### src/rtl/axi_hdr_insert_pkg.sv
// axi_hdr_insert_pkg: shared FSM states and header keep legality for the header-insert scheduler
package axi_hdr_insert_pkg;
  typedef enum logic [1:0] {IDLE, HDR, PLD} state_t;
  function automatic logic keep_legal(input logic [7:0] k);
    return (k != 8'd0) && ((k & (k + 8'd1)) == 8'd0);
  endfunction
endpackage

### src/rtl/axi_hdr_insert_sched_rr_pick.sv
// rr_pick: first set request at or after ptr, with wrap-around
module rr_pick #(
  parameter int NUM_REQ = 4,
  parameter int ID_WD = $clog2(NUM_REQ)
) (
  input  logic [NUM_REQ-1:0] req,
  input  logic [ID_WD-1:0]   ptr,
  output logic               any,
  output logic [ID_WD-1:0]   idx
);
  always_comb begin
    any = |req;
    idx = '0;
    for (int i = NUM_REQ - 1; i >= 0; i--)
      if (req[(int'(ptr) + i) % NUM_REQ]) idx = ID_WD'((int'(ptr) + i) % NUM_REQ);
  end
endmodule

### src/rtl/axi_hdr_insert_sched.sv
// axi_hdr_insert_sched: round-robin packet scheduler feeding one header-insert block
module axi_hdr_insert_sched
  import axi_hdr_insert_pkg::*;
#(
  parameter int DATA_WD = 32,
  parameter int DATA_BYTE_WD = DATA_WD / 8,
  parameter int BYTE_CNT_WD = 3,
  parameter int NUM_REQ = 4,
  parameter int ID_WD = $clog2(NUM_REQ)
) (
  input  logic                            clk,
  input  logic                            rst,
  input  logic [NUM_REQ-1:0]              s_valid_insert,
  input  logic [NUM_REQ*DATA_WD-1:0]      s_data_insert,
  input  logic [NUM_REQ*DATA_BYTE_WD-1:0] s_keep_insert,
  input  logic [NUM_REQ*BYTE_CNT_WD-1:0]  s_byte_insert_cnt,
  output logic [NUM_REQ-1:0]              s_ready_insert,
  input  logic [NUM_REQ-1:0]              s_valid_in,
  input  logic [NUM_REQ*DATA_WD-1:0]      s_data_in,
  input  logic [NUM_REQ*DATA_BYTE_WD-1:0] s_keep_in,
  input  logic [NUM_REQ-1:0]              s_last_in,
  output logic [NUM_REQ-1:0]              s_ready_in,
  output logic                            valid_insert,
  output logic [DATA_WD-1:0]              data_insert,
  output logic [DATA_BYTE_WD-1:0]         keep_insert,
  output logic [BYTE_CNT_WD-1:0]          byte_insert_cnt,
  input  logic                            ready_insert,
  output logic                            valid_in,
  output logic [DATA_WD-1:0]              data_in,
  output logic [DATA_BYTE_WD-1:0]         keep_in,
  output logic                            last_in,
  input  logic                            ready_in,
  output logic                            grant_vld,
  output logic [ID_WD-1:0]                grant_id,
  output logic                            pkt_done,
  output logic                            hdr_err
);
  state_t state, state_nx;
  logic [ID_WD-1:0] rr_ptr, pick_idx;
  logic [NUM_REQ-1:0] sel;
  logic pick_any, hdr_act, pld_act, hdr_hs, pld_last_hs, hdr_bad;
  rr_pick #(.NUM_REQ(NUM_REQ), .ID_WD(ID_WD)) u_rr_pick (
    .req(s_valid_insert),
    .ptr(rr_ptr),
    .any(pick_any),
    .idx(pick_idx)
  );
  // reset gates every handshake combinationally, even before the first edge
  assign hdr_act = !rst && state == HDR;
  assign pld_act = !rst && state == PLD;
  assign grant_vld = !rst && state != IDLE;
  assign sel = NUM_REQ'(1) << grant_id;
  assign valid_insert = hdr_act && s_valid_insert[grant_id];
  assign data_insert = hdr_act ? s_data_insert[grant_id*DATA_WD +: DATA_WD] : '0;
  assign keep_insert = hdr_act ? s_keep_insert[grant_id*DATA_BYTE_WD +: DATA_BYTE_WD] : '0;
  assign byte_insert_cnt = hdr_act ? s_byte_insert_cnt[grant_id*BYTE_CNT_WD +: BYTE_CNT_WD] : '0;
  assign s_ready_insert = {NUM_REQ{hdr_act && ready_insert}} & sel;
  assign valid_in = pld_act && s_valid_in[grant_id];
  assign data_in = pld_act ? s_data_in[grant_id*DATA_WD +: DATA_WD] : '0;
  assign keep_in = pld_act ? s_keep_in[grant_id*DATA_BYTE_WD +: DATA_BYTE_WD] : '0;
  assign last_in = pld_act && s_last_in[grant_id];
  assign s_ready_in = {NUM_REQ{pld_act && ready_in}} & sel;
  assign hdr_hs = valid_insert && ready_insert;
  assign pld_last_hs = valid_in && ready_in && last_in;
  assign hdr_bad = !keep_legal(8'(keep_insert)) ||
                   byte_insert_cnt != BYTE_CNT_WD'($countones(keep_insert));
  always_comb begin
    state_nx = (state == IDLE && pick_any) ? HDR :
               hdr_hs      ? PLD  :
               pld_last_hs ? IDLE : state;
  end
  always_ff @(posedge clk) begin
    if (rst) begin
      state <= IDLE;
      rr_ptr <= '0;
      grant_id <= '0;
      pkt_done <= 1'b0;
      hdr_err <= 1'b0;
    end else begin
      state <= state_nx;
      if (state == IDLE && pick_any) grant_id <= pick_idx;
      if (pld_last_hs) rr_ptr <= (grant_id == ID_WD'(NUM_REQ - 1)) ? '0 : grant_id + 1'b1;
      pkt_done <= pld_last_hs;
      hdr_err <= hdr_hs && hdr_bad;
    end
  end
endmodule

### config.mk
export PLATFORM = sky130hd
export DESIGN_NAME = axi_hdr_insert_sched
export DESIGN_NICKNAME = d
export VERILOG_FILES = /design/src/rtl/axi_hdr_insert_pkg.sv /design/src/rtl/axi_hdr_insert_sched_rr_pick.sv /design/src/rtl/axi_hdr_insert_sched.sv
export SDC_FILE = /design/constraint.sdc
export NUM_CORES = 1
export LEC_CHECK = 0
export ABC_AREA = 0
export CAP_MARGIN = 20
export CORE_AREA = 10 10 149 151
export CTS_CLUSTER_SIZE = 8
export DETAILED_ROUTE_END_ITERATION = 10
export DIE_AREA = 0 0 159 161
export GPL_TIMING_DRIVEN = 0
export HOLD_SLACK_MARGIN = 0.05
export PLACE_DENSITY = 0.55
export SYNTH_ARGS = -nofsm -noshare
export SYNTH_HDL_FRONTEND = slang
export SYNTH_SLANG_ARGS = --single-unit
export TNS_END_PERCENT = 20
### constraint.sdc
create_clock -name clk -period 2.7 [get_ports clk]
set_input_delay 0.405 -clock clk [delete_from_list [all_inputs] [get_ports clk]]
set_output_delay 0.405 -clock clk [all_outputs]
set_load 0.02 [all_outputs]
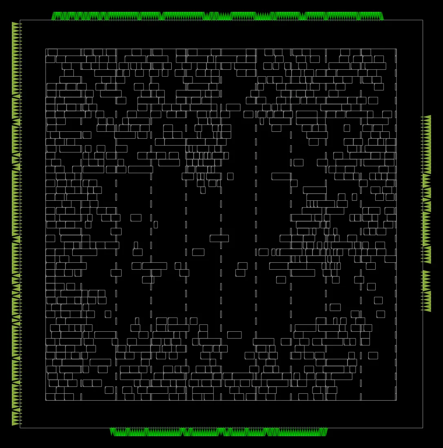
Figure 1: run 1, placed standard cells.
post-layout util: 39.6%
site row count: 51
Tap Count: 265

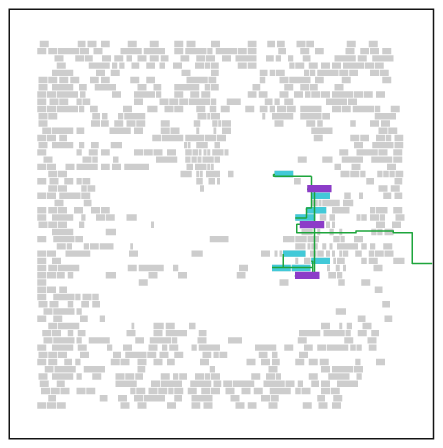
Figure 2: run 1, clock wires, drivers and flops.
Key: cyan = flip-flops [count 8]; purple = clock drivers [count 3]; green = clock wires [length 181 microns]
There are 4 routed clock nets.

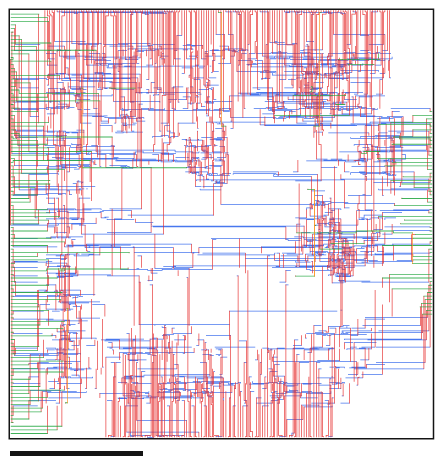
Figure 3: run 1, metal layers overlaid.
Bar = 50 microns.
Key: orange = metal 4 [wire length 195 microns]; green = metal 3 [wire length 1840 microns]; blue = metal 1 [wire length 7900 microns]; red = metal 2 [wire length 12500 microns]

==> impl_metrics.tcl, run 1 <==
# collected from the flow reports
set metrics [dict create \
    synth_top_cell_by_count "mux4_2" \
    dpl_cell_area_sq_um 7480 \
    nNetsFinal 1009 \
    clkTransAtPathRegs_ns 0.04 \
    cts_tree "built" \
    max_slew_margin_pct 73.6 \
    total_power_mw 1.37 \
    ys_cells 270 \
    common_cells "mux4_2, and2_1, inv_1" \
    vias_per_cell 4.40 \
    tightestPinTransition_ns 0.393 \
    grt_max_degree 11 \
    fmax_ghz 0.382 \
    fin_skew_ns 0.00317 \
    synthCells 270 \
    port_buffers 405 \
    grt-ovfl-total 0 \
    criticalPathCategory "primary input to register" \
    syn_area_sq_um 3070 \
    postRouteAntennaNets 0 \
    root_buffer "clkbuf_16" \
    grt_pass1_wl_microns 32000 \
    io_pins 407 \
    crit_fanout 3 \
    yosys-top-cells-area "mux4_2, and2_1, dfxtp_1" \
    dp_cells 941 \
    wl_per_cell_microns 23.7 \
    firstDrtPassIters 6 \
    fp_util_pct 16.0 \
    die_x_microns 159 \
    hp-class "primary input to register" \
    gp_congestion 0.869 \
    finalClockPeriodUsage_pct 96.9 \
    grt_usage_pct 16.4 \
    area_growth_pct 148 \
    remaining_drc_errors 0 \
    yosysTopAreaCell "mux4_2" \
    grt_pass1_vias 4827 \
    cts_inserted_buffers 3 \
    netlist.area_leader.share_pct 53.5 \
    slew_violations 0 \
    nFillCells 1897 \
    arrival_ns 2.72 \
    yosysWarnings 0 \
    drtIter0Drc 157 \
    antenna_found_initial 1 \
    status "completed" \
    postLayoutCellArea_sq_um 7610 \
]
==> run 1: state kept, by name (all words and copies together), names as in the netlist <==
signal and cells:
pkt_done 1, state 2, grant_id 2, rr_ptr 2, hdr_err 1
==> run 1: layer usage <==
layer  part of all wire, %  global-route usage, %  wire length (microns)
met1                    35                   16.9                   7900
met2                    56                   31.9                  12500
met3                   8.2                   5.54                   1840
met4                  0.87                   2.23                    195
met5                     0                      0                      0
==> run 1: placed cells by master, fill, tap and decap left out, types with 2 or more instances in the layout <==
cell	instances
and2_1	72
nand2_1	9
o21ai_0	2
dfxtp_1	5
clkbuf_4	4
buf_4	7
ha_1	9
a31oi_1	2
o22ai_1	2
o221ai_1	2
mux2i_1	2
and3_1	8
clkbuf_16	3
nor3_1	2
inv_1	12
dlymetal6s2s_1	3
clkbuf_1	5
nor3b_4	2
mux4_2	73
nand2_2	3
buf_8	3
buf_6	8
nor2_1	9
a21oi_1	4
dfxtp_2	2
clkdlybuf4s50_1	335
mux4_1	4
dlygate4sd2_1	67
nand3b_1	2
==> run 1: cells by family after synthesis <==
kind of cell | share of synthesized area, %
and+or+nand+nor | 21.7
muxes | 58.0
buffers and inverters | 6.35
AOI/OAI and AO/OA | 4.48
adders and majority gates | 4.32
DFF | 5.21
==> run 1: power breakdown <==
group          internal (mW)  total, mW  switching [mW]
Combinational          0.684      0.997           0.312
Clock                  0.191      0.247          0.0564
Sequential             0.123      0.129         0.00589
Total                  0.998       1.37           0.374
==> run 1: worst max-delay path: stages <==
cell	delay (ns)
clkdlybuf4s50_1	0.41
mux4_2	0.55
nand2_2	0.11
fa_1	0.41
inv_1	0.07
ha_1	0.13
ha_1	0.25
a221oi_2	0.25
a31oi_1	0.13
==> run 1: final timing paths <==
check	startpoint	endpoint	slack [ns]	cells past startpoint
setup reg to reg	grant_id[0]	hdr_err	0.09	9
hold reg to reg	rr_ptr[1]	rr_ptr[1]	0.52	2
hold / removal	rst	state[0]	0.39	2
setup / recovery	s_keep_insert[11]	hdr_err	0.08	9
==> run 1: metrics by stage <==
stage	TNS, ns	setup WS (ns)
floorplan	0	0.0245
global placement	-30.55	-0.828
detailed placement	-17.28	-0.536
CTS	-0.0147	-0.0147
global route	-0.0722	-0.0268
finish	0	0.0843
==> run 1: cell type report <==
class                      count  area [sq um]  share of cell area (%)
timing repair buffer         408          4000                    52.5
inverter                      12          45.0                   0.592
antenna                        1          2.50                  0.0329
clock buffer                   3          75.1                   0.986
sequential                     8           166                    2.19
multi-input combinational    223          2750                    36.1
buffer                        27           244                    3.20
tap                          265           332                    4.35
==> run 1: timing repair <==
| item | 4_1_cts | 5_1_grt |
|---|---|---|
| setup buffers | 1 | 1 |
| endpoints found under the setup margin | 83 | 65 |
| resized | 101 | 14 |
==> inputs of run 2 (changes only) <==
Settings changed: CTS_CLUSTER_SIZE 8 to 12.
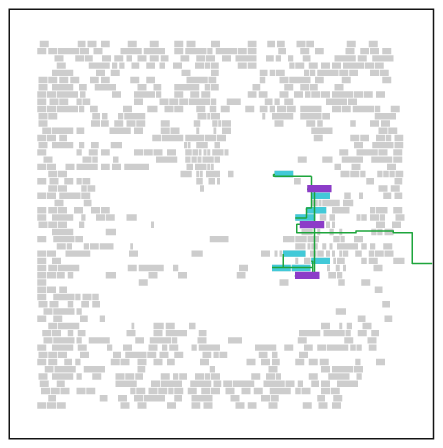
Figure 4: run 2, clock wires, drivers and flops.
Key: purple = clock drivers [count 3]; cyan = flip-flops [count 8]; green = clock wires [length 181 microns]
There are 4 routed clock nets.

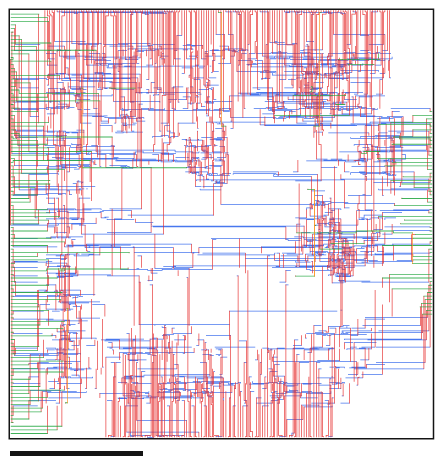
Figure 5: run 2, metal layers overlaid.
Bar = 50 microns.
Key: blue = metal 1 [wire length 7900 microns]; orange = metal 4 [wire length 195 microns]; red = metal 2 [wire length 12500 microns]; green = metal 3 [wire length 1840 microns]

==> run 2 against run 1 <==
Against the previous run:
- wire length is the same
- synthesized area stayed put
- sequential share of layout area is the same
- fmax unchanged
- via count did not move
- sequential cell count did not move
- combinational power barely moved
- cell area did not move
- setup slack did not move
- clock skew unchanged
- clock power barely moved
- critical endpoint unchanged
- largest power group unchanged
- highest routed layer unchanged
==> impl_metrics.tcl, run 2 <==
# collected from the flow reports
set metrics [dict create \
    slew_violations 0 \
    setup_ws_ns 0.0843 \
    lay_top_cells "clkdlybuf4s50_1, mux4_2, and2_1" \
    nFillCells 1897 \
    grt_max_degree 11 \
    clkTransAtPathRegs_ns 0.04 \
    top_regs "grant_id: 2 flops, rr_ptr: 2 flops, state: 2 flops" \
    grt_pass1_vias 4827 \
    rows 51 \
    synth_top_cell_by_count "mux4_2" \
    path_common_cell "ha_1" \
    hp-class "primary input to register" \
    reg2reg_from "grant_id[0]" \
    die_x_microns 159 \
    status "completed" \
    antenna_found_initial 1 \
    cts_inserted_buffers 3 \
    fin_util_pct 39.6 \
    drtIter0Drc 157 \
    root_buffer "clkbuf_16" \
    ys_cells 270 \
    arrival_ns 2.72 \
    wl_per_cell_microns 23.7 \
    syn_area_sq_um 3070 \
    hold_depth 2 \
    synthCells 270 \
    max_slew_margin_pct 73.6 \
    finalClockPeriodUsage_pct 96.9 \
    critPathMaxStageDelay_ns 0.55 \
    cp_cell_sequence "clkdlybuf4s50_1, mux4_2, nand2_2, fa_1, inv_1, ha_1, ha_1, a221oi_2, a31oi_1" \
    crit_fanout 3 \
]
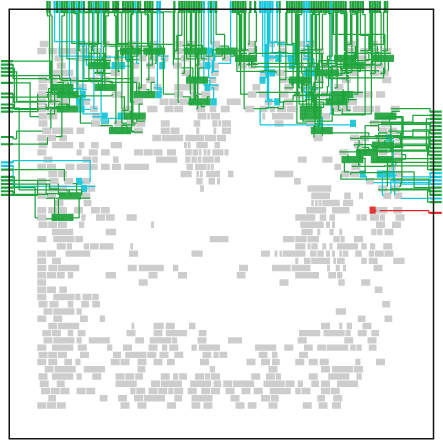
Figure 6: run 2, nets reached from selected ports.
Key: green = s_data_insert [bits 128, direction input, edge 87 top, 21 right, 20 left, end cells 32, buffers 128, wire 4890 microns]; cyan = data_insert [bits 32, direction output, edge 25 top, 5 right, 2 left, end cells 32, buffers 32, wire 1130 microns]; red = valid_insert [bits 1, direction output, edge right, end cells 1, buffers 1, wire 20.9 microns]
Port Buffers: 405
Ports: 407

-- run 2: cell counts after synthesis --
Identical to the previous run, type by type.
-- run 2: worst max path at each step --
| stage | end | from | cells after the start | slack (ns) |
|---|---|---|---|---|
| floorplan | hdr_err | rst | 10 | 0.02 |
| global placement | data_in[0] | rst | 5 | -0.83 |
| detailed placement | hdr_err | rst | 10 | -0.54 |
| CTS | hdr_err | state[0] | 9 | -0.01 |
| global route | hdr_err | grant_id[0] | 10 | -0.03 |
| finish | hdr_err | s_keep_insert[11] | 9 | 0.08 |
-- run 2: cell families (layout without fill, tap and decap cells) --
kind of cell	count (synthesis)	count (layout)	synth area share (%)
AOI/OAI and AO/OA	20	20	4.48
adders and majority gates	10	10	4.32
buffers and inverters	39	450	6.35
DFF	8	8	5.21
muxes	80	80	58.0
other	0	1	0
and+or+nand+nor	113	113	21.7
-- run 2: power by group --
part	switching, mW	total [mW]	internal, mW
combinational	0.312	0.997	0.684
sequential	0.00589	0.129	0.123
clock	0.0564	0.247	0.191
total	0.374	1.37	0.998
-- run 2: timing repair --
item | CTS | global route
buffers inserted | 1 | 1
resized | 101 | 14
hold endpoints to repair | 0 | 0
setup endpoints to repair | 83 | 65
-- run 2: worst reg2reg max path: stages, from the launching register on --
cell      delay [ns]
dfxtp_4         0.37
buf_12          0.16
mux4_2          0.60
nand2_2         0.12
fa_1            0.41
inv_1           0.07
ha_1            0.13
ha_1            0.25
a221oi_2        0.25
a31oi_1         0.13
-- run 2: metal layers --
metal	vias to the layer above	wire length [microns]	global-route usage [%]
met4	0	195	2.23
met3	13	1840	5.54
li1	1897	-	-
met2	211	12500	31.9
met1	2050	7900	16.9
met5	-	0	0
-- run 2: metrics by stage --
step	area (sq um)	hold WS (ns)	setup TNS, ns	instances
floorplan	3080	0.485	0	270
global placement	7470	0.517	-30.55	940
detailed placement	7480	0.516	-17.28	941
CTS	7570	0.390	-0.0147	945
global route	7610	0.400	-0.0722	947
finish	7610	0.391	0	947
-- run 2: layout make-up --
class	count	area, sq um	area share (%)
antenna	1	2.50	0.0329
buffer	27	244	3.20
clock buffer	3	75.1	0.986
inverter	12	45.0	0.592
multi-input combinational	223	2750	36.1
sequential	8	166	2.19
tap	265	332	4.35
timing repair buffer	408	4000	52.5
Power is estimated from default activity; no workload was simulated.
